File: config.mk
export PLATFORM = sky130hd
export DESIGN_NAME = cache_refill_controller
export DESIGN_NICKNAME = d
export VERILOG_FILES = /design/src/rtl/cache_refill_controller.sv
export SDC_FILE = /design/constraint.sdc
export NUM_CORES = 1
export LEC_CHECK = 0
export ABC_AREA = 1
export CORE_AREA = 2 2 462 464
export CTS_CLUSTER_DIAMETER = 200
export DETAILED_ROUTE_END_ITERATION = 10
export DIE_AREA = 0 0 464 466
export DONT_BUFFER_PORTS = 1
export HOLD_SLACK_MARGIN = 0.03
export PLACE_DENSITY_LB_ADDON = 0.3
export SLEW_MARGIN = 20
export SYNTH_ARGS = -nofsm -noshare
export SYNTH_HDL_FRONTEND = slang
export SYNTH_SLANG_ARGS = --single-unit
File: constraint.sdc
create_clock -name clk -period 1.7 [get_ports clk]
set_input_delay 0.34 -clock clk [delete_from_list [all_inputs] [get_ports clk]]
set_output_delay 0.34 -clock clk [all_outputs]
set_load 0.01 [all_outputs]
File: src/rtl/cache_refill_controller.sv
// Cache-side initiator for the main-memory block interface: 16-word line refills
// on reads, single strobed word stores on writes, with saturating statistics.
module cache_refill_controller #(
  parameter int unsigned READ_LATENCY = 2,
  parameter int unsigned TIMEOUT      = 64,
  parameter int unsigned CNT_W        = 16
) (
  input  logic             clk,
  input  logic             reset,
  input  logic             req_valid,
  input  logic             req_write,
  input  logic [31:0]      req_addr,
  input  logic [31:0]      req_wdata,
  output logic             req_ready,
  output logic             resp_valid,
  output logic [511:0]     resp_line,
  output logic             resp_err,
  output logic [31:0]      mem_address,
  output logic [31:0]      mem_dataIn,
  output logic             mem_RWMode,
  output logic             mem_hit,
  input  logic             mem_busy,
  input  logic [511:0]     mem_dataOut,
  output logic [CNT_W-1:0] rd_count,
  output logic [CNT_W-1:0] wr_count
);

  localparam int unsigned WC_W = (READ_LATENCY < 2) ? 1 : $clog2(READ_LATENCY + 1);
  localparam int unsigned TO_W = (TIMEOUT < 2) ? 1 : $clog2(TIMEOUT + 1);

  typedef enum logic [2:0] {
    IDLE     = 3'd0,
    RD_WAIT  = 3'd1,
    WR_SETUP = 3'd2,
    WR_PULSE = 3'd3,
    RESP     = 3'd4
  } state_t;

  state_t           r_state,       w_state;
  logic             r_req_ready,   w_req_ready;
  logic             r_resp_valid,  w_resp_valid;
  logic             r_resp_err,    w_resp_err;
  logic [511:0]     r_resp_line,   w_resp_line;
  logic [31:0]      r_mem_address, w_mem_address;
  logic [31:0]      r_mem_dataIn,  w_mem_dataIn;
  logic             r_mem_RWMode,  w_mem_RWMode;
  logic             r_mem_hit,     w_mem_hit;
  logic [CNT_W-1:0] r_rd_count,    w_rd_count;
  logic [CNT_W-1:0] r_wr_count,    w_wr_count;
  logic [WC_W-1:0]  r_wait_cnt,    w_wait_cnt;
  logic [TO_W-1:0]  r_tmo_cnt,     w_tmo_cnt;

  // The latched request lives in mem_address/mem_dataIn and in the chosen state path.
  always_comb begin
    w_state       = r_state;
    w_req_ready   = r_req_ready;
    w_resp_valid  = r_resp_valid;
    w_resp_err    = r_resp_err;
    w_resp_line   = r_resp_line;
    w_mem_address = r_mem_address;
    w_mem_dataIn  = r_mem_dataIn;
    w_mem_RWMode  = r_mem_RWMode;
    w_mem_hit     = r_mem_hit;
    w_rd_count    = r_rd_count;
    w_wr_count    = r_wr_count;
    w_wait_cnt    = r_wait_cnt;
    w_tmo_cnt     = r_tmo_cnt;

    case (r_state)
      IDLE: begin
        if (req_valid && r_req_ready) begin
          w_req_ready  = 1'b0;
          w_mem_RWMode = 1'b0;
          if (req_write) begin
            w_mem_address = req_addr;
            w_mem_dataIn  = req_wdata;
            w_mem_hit     = 1'b1;
            w_state       = WR_SETUP;
          end else begin
            w_mem_address = {req_addr[31:4], 4'b0000};
            w_mem_hit     = 1'b0;
            w_wait_cnt    = WC_W'(READ_LATENCY);
            w_tmo_cnt     = {TO_W{1'b0}};
            w_state       = RD_WAIT;
          end
        end else begin
          w_req_ready = 1'b1;
        end
      end

      RD_WAIT: begin
        if (r_wait_cnt != {WC_W{1'b0}}) begin
          w_wait_cnt = r_wait_cnt - WC_W'(1);
        end else if (!mem_busy) begin
          w_resp_line  = mem_dataOut;
          w_resp_valid = 1'b1;
          w_resp_err   = 1'b0;
          w_mem_hit    = 1'b1;
          w_rd_count   = (r_rd_count == {CNT_W{1'b1}}) ? r_rd_count : r_rd_count + CNT_W'(1);
          w_state      = RESP;
        end else if (r_tmo_cnt == TO_W'(TIMEOUT - 1)) begin
          // Abort: this busy edge is the TIMEOUT-th one spent waiting.
          w_resp_line  = {512{1'b0}};
          w_resp_valid = 1'b1;
          w_resp_err   = 1'b1;
          w_mem_hit    = 1'b1;
          w_state      = RESP;
        end else begin
          w_tmo_cnt = r_tmo_cnt + TO_W'(1);
        end
      end

      WR_SETUP: begin
        w_mem_RWMode = 1'b1;
        w_state      = WR_PULSE;
      end

      WR_PULSE: begin
        w_mem_RWMode = 1'b0;
        w_resp_valid = 1'b1;
        w_resp_err   = 1'b0;
        w_wr_count   = (r_wr_count == {CNT_W{1'b1}}) ? r_wr_count : r_wr_count + CNT_W'(1);
        w_state      = RESP;
      end

      RESP: begin
        w_resp_valid = 1'b0;
        w_resp_err   = 1'b0;
        w_req_ready  = 1'b1;
        w_state      = IDLE;
      end

      default: begin
        w_resp_valid = 1'b0;
        w_resp_err   = 1'b0;
        w_mem_RWMode = 1'b0;
        w_mem_hit    = 1'b1;
        w_req_ready  = 1'b1;
        w_state      = IDLE;
      end
    endcase
  end

  // State and datapath registers with synchronous reset.
  always_ff @(posedge clk) begin
    if (reset) begin
      r_state       <= IDLE;
      r_req_ready   <= 1'b1;
      r_resp_valid  <= 1'b0;
      r_resp_err    <= 1'b0;
      r_resp_line   <= {512{1'b0}};
      r_mem_address <= 32'h0000_0000;
      r_mem_dataIn  <= 32'h0000_0000;
      r_mem_RWMode  <= 1'b0;
      r_mem_hit     <= 1'b1;
      r_rd_count    <= {CNT_W{1'b0}};
      r_wr_count    <= {CNT_W{1'b0}};
      r_wait_cnt    <= {WC_W{1'b0}};
      r_tmo_cnt     <= {TO_W{1'b0}};
    end else begin
      r_state       <= w_state;
      r_req_ready   <= w_req_ready;
      r_resp_valid  <= w_resp_valid;
      r_resp_err    <= w_resp_err;
      r_resp_line   <= w_resp_line;
      r_mem_address <= w_mem_address;
      r_mem_dataIn  <= w_mem_dataIn;
      r_mem_RWMode  <= w_mem_RWMode;
      r_mem_hit     <= w_mem_hit;
      r_rd_count    <= w_rd_count;
      r_wr_count    <= w_wr_count;
      r_wait_cnt    <= w_wait_cnt;
      r_tmo_cnt     <= w_tmo_cnt;
    end
  end

  assign req_ready   = r_req_ready;
  assign resp_valid  = r_resp_valid;
  assign resp_err    = r_resp_err;
  assign resp_line   = r_resp_line;
  assign mem_address = r_mem_address;
  assign mem_dataIn  = r_mem_dataIn;
  assign mem_RWMode  = r_mem_RWMode;
  assign mem_hit     = r_mem_hit;
  assign rd_count    = r_rd_count;
  assign wr_count    = r_wr_count;

endmodule

Fig. 1: metal layers overlaid
Drawn at 1 px/um. Only two layers are drawn.
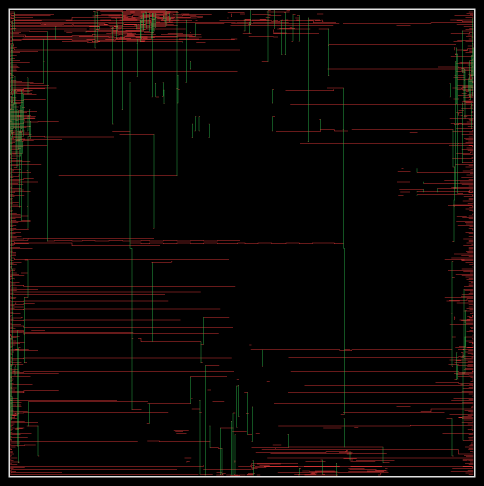
Key: metal 4 = green [wire length 6,440 um]; metal 3 = red [wire length 19,800 um]
gr usage total: 0.125
wire per inst: 22.3 um

Fig. 2: placed standard cells
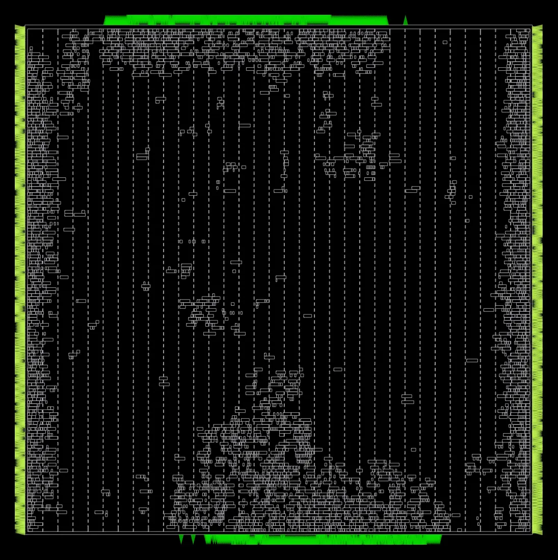
core area: 211,000 um^2
Rows: 169
Post-Route Utilization: 0.178
# Taps: 2,821

Fig. 3: wiring heat map
Drawn at 0.5 px/um. 23 x 23 tiles, from dark purple (low) to yellow (high), scaled to the fullest tile. Values are wire area over tile area, all layers added.
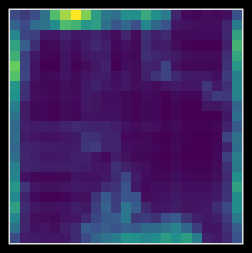
The mean over all tiles is 0.12. The fullest tile reaches 0.84. The emptiest ninth of the die: centre.
routed wire length: 146,000 um
DR vias: 24,045

==> CHANGELOG.md <==
### Changed

- Layout cells sized above 1: 0.169
- Post-layout power: 53.2 mW
- Number of port buffers: 0
- Leakage power: 13.0 nW
- Main area contributors: dfxtp_1 56%, nand2_1 20%, a21oi_1 12%
- Violated checks: negative hold slack, negative setup slack
- Die W: 464 um
- Syn Inst Count: 2,946
- Die span in y: 466 um
- Final WS setup: -0.175 ns
- Global-route wire length before repair: 189,000 um
- P_int: 34.4 mW
- Top cells excl fill/tap: 1,029 x nand2_1, 604 x dfxtp_1, 523 x a21oi_1
- Registers, synthesis: 625
- Most frequent cell after synthesis: nand2_1
- Max reg flops: 512
- HPWL Detailed: 106,000 um
- Hold WS: -0.231 ns
- Buf/Inv on CP: 5
- Fmax: 533 MHz
- Clk buf depth: 3
- Critical Path, Cell by Cell: ha_4, nand3_2, inv_2, nand2_2, nand2_2, nand3_4, buf_6, buf_12, buf_16, buf_8, nand2_1, a21oi_1
- Synth unique cells: 28
- Root Driver: clkbuf_16
- Yosys top cell by area: dfxtp_1
- Worst flop-to-flop path startpoint: r_tmo_cnt[0]$_SDFFE_PP0P_
- Post-route insts no fill: 6,529
- Endpoints failing hold: 117
- Yosys cell count: 2,946
- Setup-failing EPs final: 476
- Outcome: finished with violations
- Vias in the first global route: 23,120
- CP required: 2.20 ns
- TritonCTS Sinks: 625
- Hold_sp: reset
- Routed met1 length: 52,600 um
- Hold EP: resp_line[70]$_SDFFE_PP0P_
- Flop-to-flop setup slack: -0.17 ns
cell type report:
type / instances / area, um^2 / area share
repair inverters: 1 / 20.0 / 0.000532
multi-input cells: 2079 / 9520 / 0.253
clock inverters: 33 / 534 / 0.0142
inverters: 45 / 195 / 0.00519
repair buffers: 774 / 8910 / 0.237
well taps: 2821 / 3530 / 0.0938
flip-flops and latches: 625 / 12500 / 0.333
clock buffers: 107 / 2270 / 0.0603
diodes: 44 / 110 / 0.00293
worst max-delay path by stage:
stage,from,endpoint,slack [ns],depth (start not counted)
after global routing,r_tmo_cnt[0]$_SDFFE_PP0P_,resp_line[153]$_SDFFE_PP0P_,-0.24,12
after detailed placement,r_tmo_cnt[0]$_SDFFE_PP0P_,resp_line[22]$_SDFFE_PP0P_,-0.16,10
after CTS,r_tmo_cnt[1]$_SDFFE_PP0P_,resp_line[22]$_SDFFE_PP0P_,-0.14,12
after floorplan,rd_count[1]$_SDFFE_PP0P_,rd_count[2]$_SDFFE_PP0P_,0.08,8
after global placement,r_state[2]$_SDFFE_PP0P_,resp_line[159]$_SDFFE_PP0P_,-0.15,9
final,r_tmo_cnt[0]$_SDFFE_PP0P_,resp_line[153]$_SDFFE_PP0P_,-0.17,12
power groups by stage:
stage	logic [mW]	registers (mW)	clock network, mW
6_report	14.3	20.5	18.4
5_1_grt	15.5	20.8	19.6
4_1_cts	13.0	20.5	19.1
3_5_place_dp	9.22	20.7	0
3_3_place_gp	9.11	20.7	0
2_1_floorplan	5.68	19.2	0
cell families (layout without fill, tap and decap cells):
family	Yosys count	count (layout)	share of synthesized area
adders and majority gates	4	4	0.00222
and+or+nand+nor	1428	1428	0.243
xor gates and xnor gates	12	12	0.00467
buffers and inverters	243	960	0.0521
AOI/OAI and AO/OA	634	635	0.142
DFF	625	625	0.556
other	0	44	0
Power figures rest on the tool's default switching activity, not on a simulated workload.
